==> images/logic_types.png <==
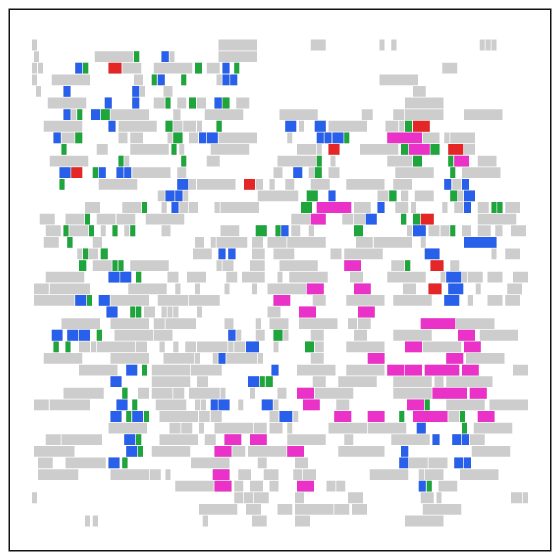
==> images/flops_by_reg.png <==
The bar under the picture is 50 um long.
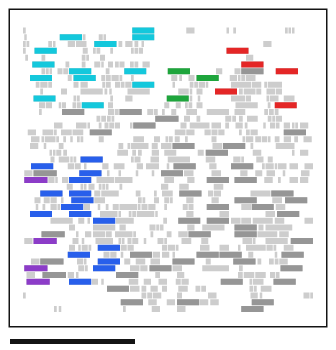
==> images/sizes.png <==
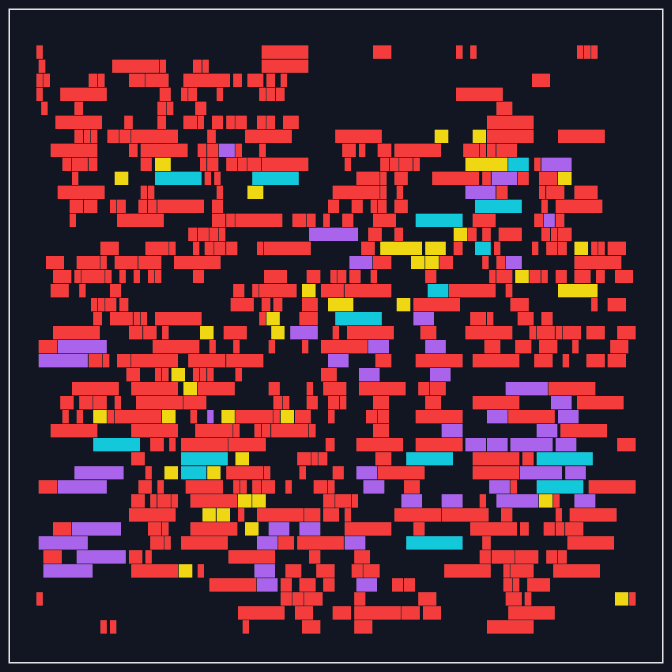
==> images/congestion.png <==
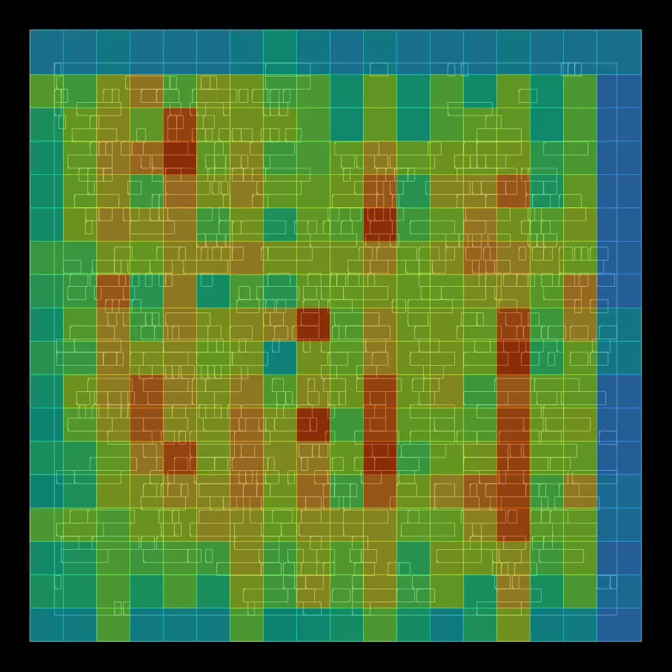
### config.mk
export PLATFORM = sky130hd
export DESIGN_NAME = keypad_scan_if
export DESIGN_NICKNAME = d
export VERILOG_FILES = /design/src/rtl/keypad_scan_if.sv
export SDC_FILE = /design/constraint.sdc
export NUM_CORES = 1
export LEC_CHECK = 0
export CELL_PAD_IN_SITES_DETAIL_PLACEMENT = 0
export CELL_PAD_IN_SITES_GLOBAL_PLACEMENT = 1
export CORE_MARGIN = 5
export CORE_UTILIZATION = 38
export DETAILED_ROUTE_END_ITERATION = 12
export PLACE_DENSITY_LB_ADDON = 0.1
export SYNTH_ARGS = -nofsm -noshare
export SYNTH_HDL_FRONTEND = slang
export SYNTH_SLANG_ARGS = --single-unit
### constraint.sdc
create_clock -name clk -period 5 [get_ports clk]
set_input_delay 1 -clock clk [delete_from_list [all_inputs] [get_ports clk]]
set_output_delay 1 -clock clk [all_outputs]
set_load 0.005 [all_outputs]
### src/rtl/keypad_scan_if.sv
// keypad_scan_if: memory-mapped 4x4 active-low matrix keypad scanner.
// Scans one column at a time, debounces whole 16-key frames and queues one
// 4-bit key code per clean single-key press in a small FIFO.
module keypad_scan_if #(
  parameter int SCAN_DIV       = 5000,
  parameter int DEBOUNCE_SCANS = 4,
  parameter int FIFO_DEPTH     = 4
) (
  input  logic        clk,
  input  logic        rst,
  input  logic [1:0]  A,
  input  logic        WE,
  input  logic [31:0] InData,
  output logic [31:0] OutData,
  output logic        done_sig,
  output logic [3:0]  col_n,
  input  logic [3:0]  row_n
);

  localparam int DIV_W = $clog2(SCAN_DIV);
  localparam int STB_W = $clog2(DEBOUNCE_SCANS + 1);
  localparam int PTR_W = $clog2(FIFO_DEPTH);
  localparam logic [DIV_W-1:0] DIV_LAST = DIV_W'(SCAN_DIV - 1);
  localparam logic [DIV_W-1:0] DIV_ONE  = DIV_W'(1);
  localparam logic [STB_W-1:0] STB_MAX  = STB_W'(DEBOUNCE_SCANS);
  localparam logic [STB_W-1:0] STB_ONE  = STB_W'(1);
  localparam logic [PTR_W-1:0] PTR_ONE  = PTR_W'(1);
  localparam logic [4:0]       CNT_FULL = 5'(FIFO_DEPTH);

  typedef enum logic [1:0] {S_IDLE, S_DRIVE, S_FRAME} state_t;

  state_t            state_q, state_d;
  logic [3:0]        sync1_q, sync2_q;
  logic [3:0]        rows;
  logic [1:0]        col_q, col_d;
  logic [DIV_W-1:0]  div_q, div_d;
  logic [15:0]       snap_q, snap_d;
  logic [15:0]       prev_q, prev_d;
  logic [STB_W-1:0]  stable_q, stable_d;
  logic              pressed_q, pressed_d;
  logic              enable_q, enable_d;
  logic              overflow_q, overflow_d;
  logic [4:0]        count_q, count_d;
  logic [PTR_W-1:0]  wr_ptr_q, wr_ptr_d, rd_ptr_q, rd_ptr_d;
  logic [3:0]        fifo_q [FIFO_DEPTH];
  logic [3:0]        fifo_d [FIFO_DEPTH];
  logic              done_q, done_d;
  logic              data_wr, ctrl_wr, frame_done, push, do_push, do_pop;
  logic [3:0]        push_code;
  logic              unused_indata;

  assign data_wr       = WE && (A == 2'd1);
  assign ctrl_wr       = WE && (A == 2'd2);
  assign enable_d      = ctrl_wr ? InData[0] : enable_q;
  assign rows          = ~sync2_q;
  assign done_sig      = done_q;
  assign unused_indata = ^InData[31:2];

  // Scan sequencer: walk the columns, capture each column's rows into the frame snapshot
  always_comb begin
    state_d    = state_q;
    col_d      = col_q;
    div_d      = div_q;
    snap_d     = snap_q;
    frame_done = 1'b0;
    case (state_q)
      S_IDLE: begin
        if (enable_d) begin
          state_d = S_DRIVE;
          col_d   = 2'd0;
          div_d   = '0;
        end
      end
      S_DRIVE: begin
        if (!enable_d) begin
          state_d = S_IDLE;
          col_d   = 2'd0;
          div_d   = '0;
        end else if (div_q == DIV_LAST) begin
          div_d = '0;
          snap_d[{col_q, 2'b00} +: 4] = rows;
          if (col_q == 2'd3) begin
            state_d = S_FRAME;
            col_d   = 2'd0;
          end else begin
            col_d = col_q + 2'd1;
          end
        end else begin
          div_d = div_q + DIV_ONE;
        end
      end
      S_FRAME: begin
        state_d    = enable_d ? S_DRIVE : S_IDLE;
        frame_done = enable_d;
        col_d      = 2'd0;
        div_d      = '0;
      end
      default: state_d = S_IDLE;
    endcase
  end

  // Column drive decoded from the registered scan state
  always_comb begin
    col_n = 4'b1111;
    if (state_q == S_DRIVE) col_n = ~(4'b0001 << col_q);
  end

  // Frame debounce: accept a press or release only after a run of identical frames
  always_comb begin
    stable_d  = stable_q;
    prev_d    = prev_q;
    pressed_d = pressed_q;
    push      = 1'b0;
    push_code = 4'd0;
    for (int i = 0; i < 16; i++) begin
      if (snap_q[i]) push_code = 4'(i);
    end
    if (!enable_d) begin
      stable_d = '0;
    end else if (frame_done) begin
      prev_d = snap_q;
      if (snap_q == prev_q) stable_d = (stable_q == STB_MAX) ? STB_MAX : stable_q + STB_ONE;
      else                  stable_d = STB_ONE;
      if (stable_d == STB_MAX) begin
        if (!pressed_q && (snap_q != 16'd0)) begin
          pressed_d = 1'b1;
          push      = $onehot(snap_q);
        end else if (pressed_q && (snap_q == 16'd0)) begin
          pressed_d = 1'b0;
        end
      end
    end
  end

  // Key-code FIFO with sticky overflow; a pop frees room for a same-cycle push
  always_comb begin
    fifo_d     = fifo_q;
    wr_ptr_d   = wr_ptr_q;
    rd_ptr_d   = rd_ptr_q;
    count_d    = count_q;
    overflow_d = overflow_q;
    do_pop     = data_wr && (count_q != 5'd0);
    do_push    = push && ((count_q != CNT_FULL) || do_pop);
    if (do_push) begin
      fifo_d[wr_ptr_q] = push_code;
      wr_ptr_d         = wr_ptr_q + PTR_ONE;
    end
    if (do_pop) rd_ptr_d = rd_ptr_q + PTR_ONE;
    if (do_push && !do_pop)      count_d = count_q + 5'd1;
    else if (do_pop && !do_push) count_d = count_q - 5'd1;
    if (ctrl_wr && InData[1]) overflow_d = 1'b0;
    if (push && !do_push)     overflow_d = 1'b1;
    done_d = (count_d != 5'd0);
  end

  // Register read mux
  always_comb begin
    OutData = 32'd0;
    case (A)
      2'd0: OutData = {26'd0, count_q, overflow_q};
      2'd1: OutData = {28'd0, (count_q != 5'd0) ? fifo_q[rd_ptr_q] : 4'd0};
      2'd2: OutData = {31'd0, enable_q};
      2'd3: OutData = {16'd0, prev_q};
      default: OutData = 32'd0;
    endcase
  end

  // Row synchronizer; idle rows read as released
  always_ff @(posedge clk or negedge rst) begin
    if (!rst) begin
      sync1_q <= 4'b1111;
      sync2_q <= 4'b1111;
    end else begin
      sync1_q <= row_n;
      sync2_q <= sync1_q;
    end
  end

  // Scan, debounce and control state
  always_ff @(posedge clk or negedge rst) begin
    if (!rst) begin
      state_q   <= S_IDLE;
      col_q     <= 2'd0;
      div_q     <= '0;
      snap_q    <= 16'd0;
      prev_q    <= 16'd0;
      stable_q  <= '0;
      pressed_q <= 1'b0;
      enable_q  <= 1'b1;
    end else begin
      state_q   <= state_d;
      col_q     <= col_d;
      div_q     <= div_d;
      snap_q    <= snap_d;
      prev_q    <= prev_d;
      stable_q  <= stable_d;
      pressed_q <= pressed_d;
      enable_q  <= enable_d;
    end
  end

  // FIFO storage, pointers and flags
  always_ff @(posedge clk or negedge rst) begin
    if (!rst) begin
      for (int i = 0; i < FIFO_DEPTH; i++) fifo_q[i] <= 4'd0;
      wr_ptr_q   <= '0;
      rd_ptr_q   <= '0;
      count_q    <= 5'd0;
      overflow_q <= 1'b0;
      done_q     <= 1'b0;
    end else begin
      fifo_q     <= fifo_d;
      wr_ptr_q   <= wr_ptr_d;
      rd_ptr_q   <= rd_ptr_d;
      count_q    <= count_d;
      overflow_q <= overflow_d;
      done_q     <= done_d;
    end
  end

endmodule

==> reports/qor_table.md <==
| Parameter | Reported | Unit |
| --- | --- | --- |
| Total of endpoints with negative setup slack in the final report | 7 | - |
| Total of cells resized after clock tree synthesis | 6 | - |
| Antenna violations before repair | 0 | - |
| Die Y-Extent | 127 | um |
| Worst min path class | reg2reg | - |
| Rel. slew slack | 52.8 | % |
| Starting DRT DRC Count | 220 | - |
| Number of endpoints with negative hold slack in the final report | 0 | - |
| Mux share of post-synthesis cell area | 9.31 | % |
| Total wire length | 11.7 | mm |
| Storage cell area | 0.00224 | sq mm |
| Clock distribution area overhead in the final layout | 5.44 | % |
| First-pass GRT wire length | 19.9 | mm |
| Net Sw Power | 520 | uW |
| Power Combinational | 272 | uW |
| Syn-to-layout area delta | 19.8 | % |
| Worst-Margin Slew | 708 | ps |
| Largest cell class | logic gates | - |
| Post-layout worst setup margin | -479 | ps |
| Number of buffers on the longest clock path | 2 | - |
| Share of total power in sequential cells | 44.5 | % |
| Simple-Gate Area Share | 15.3 | % |
| Complex-gate fraction of the synthesized area | 11.5 | % |
| Outcome | finished with violations | - |
| Library cell with the highest instance count after synthesis | sky130_fd_sc_hd__dfrtp_1 | - |
| Syn Area/Cell | 10.2 | sq um |
| Cell seen most often among critical-path stages | sky130_fd_sc_hd__fa_1 | - |
| Residual DRC count | 0 | - |
| Post-synth ARST share | 100 | % |
| Post-layout net count | 638 | - |
| Violations in the final reports | setup timing | - |
| Number of search-and-repair iterations in the first detailed-routing pass | 4 | - |
| Signal buffers | 62 | - |
| Delay of the slowest critical-path stage | 540 | ps |
| Layout cells sized above 1 | 18.1 | % |
| Bufs and invs on worst path | 4 | - |
| Number of global-route vias before repair | 3883 | - |
| Number of diodes added for antenna fixing | 0 | - |
| Clock H-tree levels | 3 | - |
| WP data arrival | 5700 | ps |
| Core Region | 0.0133 | sq mm |
| Post-route cell area | 0.00618 | sq mm |
| Count of warnings emitted by yosys | 0 | - |
-- logic_types.png (at the start) --
NAND gates -> green  # cells 79
inverting AOI/OAI gates -> blue  # cells 81, where widely spread
multiplexers -> magenta  # cells 37
AND-OR and OR-AND gates -> red  # cells 9
most frequent logic cell in the layout: sky130_fd_sc_hd__dfrtp_1
multi-input combinational area share: 43.5%
non-filler cells, final: 745

-- flops_by_reg.png (at the start) --
div_q -> cyan  # flops 13, where north-west
snap_q -> blue  # flops 16
stable_q -> green  # flops 3
sync1_q -> purple  # flops 4, where south-west
count_q -> red  # flops 5, where north-east

-- sizes.png (at the start) --
_6 and larger -> cyan  # cells 15, most used clkbuf_16
_3 and _4 cells -> yellow  # cells 38, most used buf_4
_2 cells -> purple  # cells 50, most used mux2_2
_0 and _1 cells -> red  # cells 466, most used dfrtp_1

-- congestion.png (at the start) --
GR Util All Layers: 15.4%
Most Crowded Layer GR: met2
met3 Usage GRT: 4.20%
met2 demand-to-capacity share in global routing: 24.4%

[placed cells by master (no fill, tap or decap), drive strengths merged, types with 9 or more instances in the layout]
master and instances:
dfrtp 80, nand2 55, inv 43, buf 32, clkdlybuf4s50 30, mux2 28, o21ai 28, nor2 26
ha 23, o31ai 22, xor2 20, and3 18, conb 16, nand3 14, a21oi 11, fa 10
clkbuf 10, dfstp 9, nor4 9
[sequential cells by signal (all words and copies together), names as in the netlist]
register / flops
fifo_q: 16
prev_q: 16
overflow_q: 1
div_q: 13
rd_ptr_q: 2
snap_q: 16
done_sig: 1
stable_q: 3
state_q: 2
wr_ptr_q: 2
pressed_q: 1
sync2_q: 4
sync1_q: 4
col_q: 2
enable_q: 1
count_q: 5
Power is estimated from default activity; no workload was simulated.
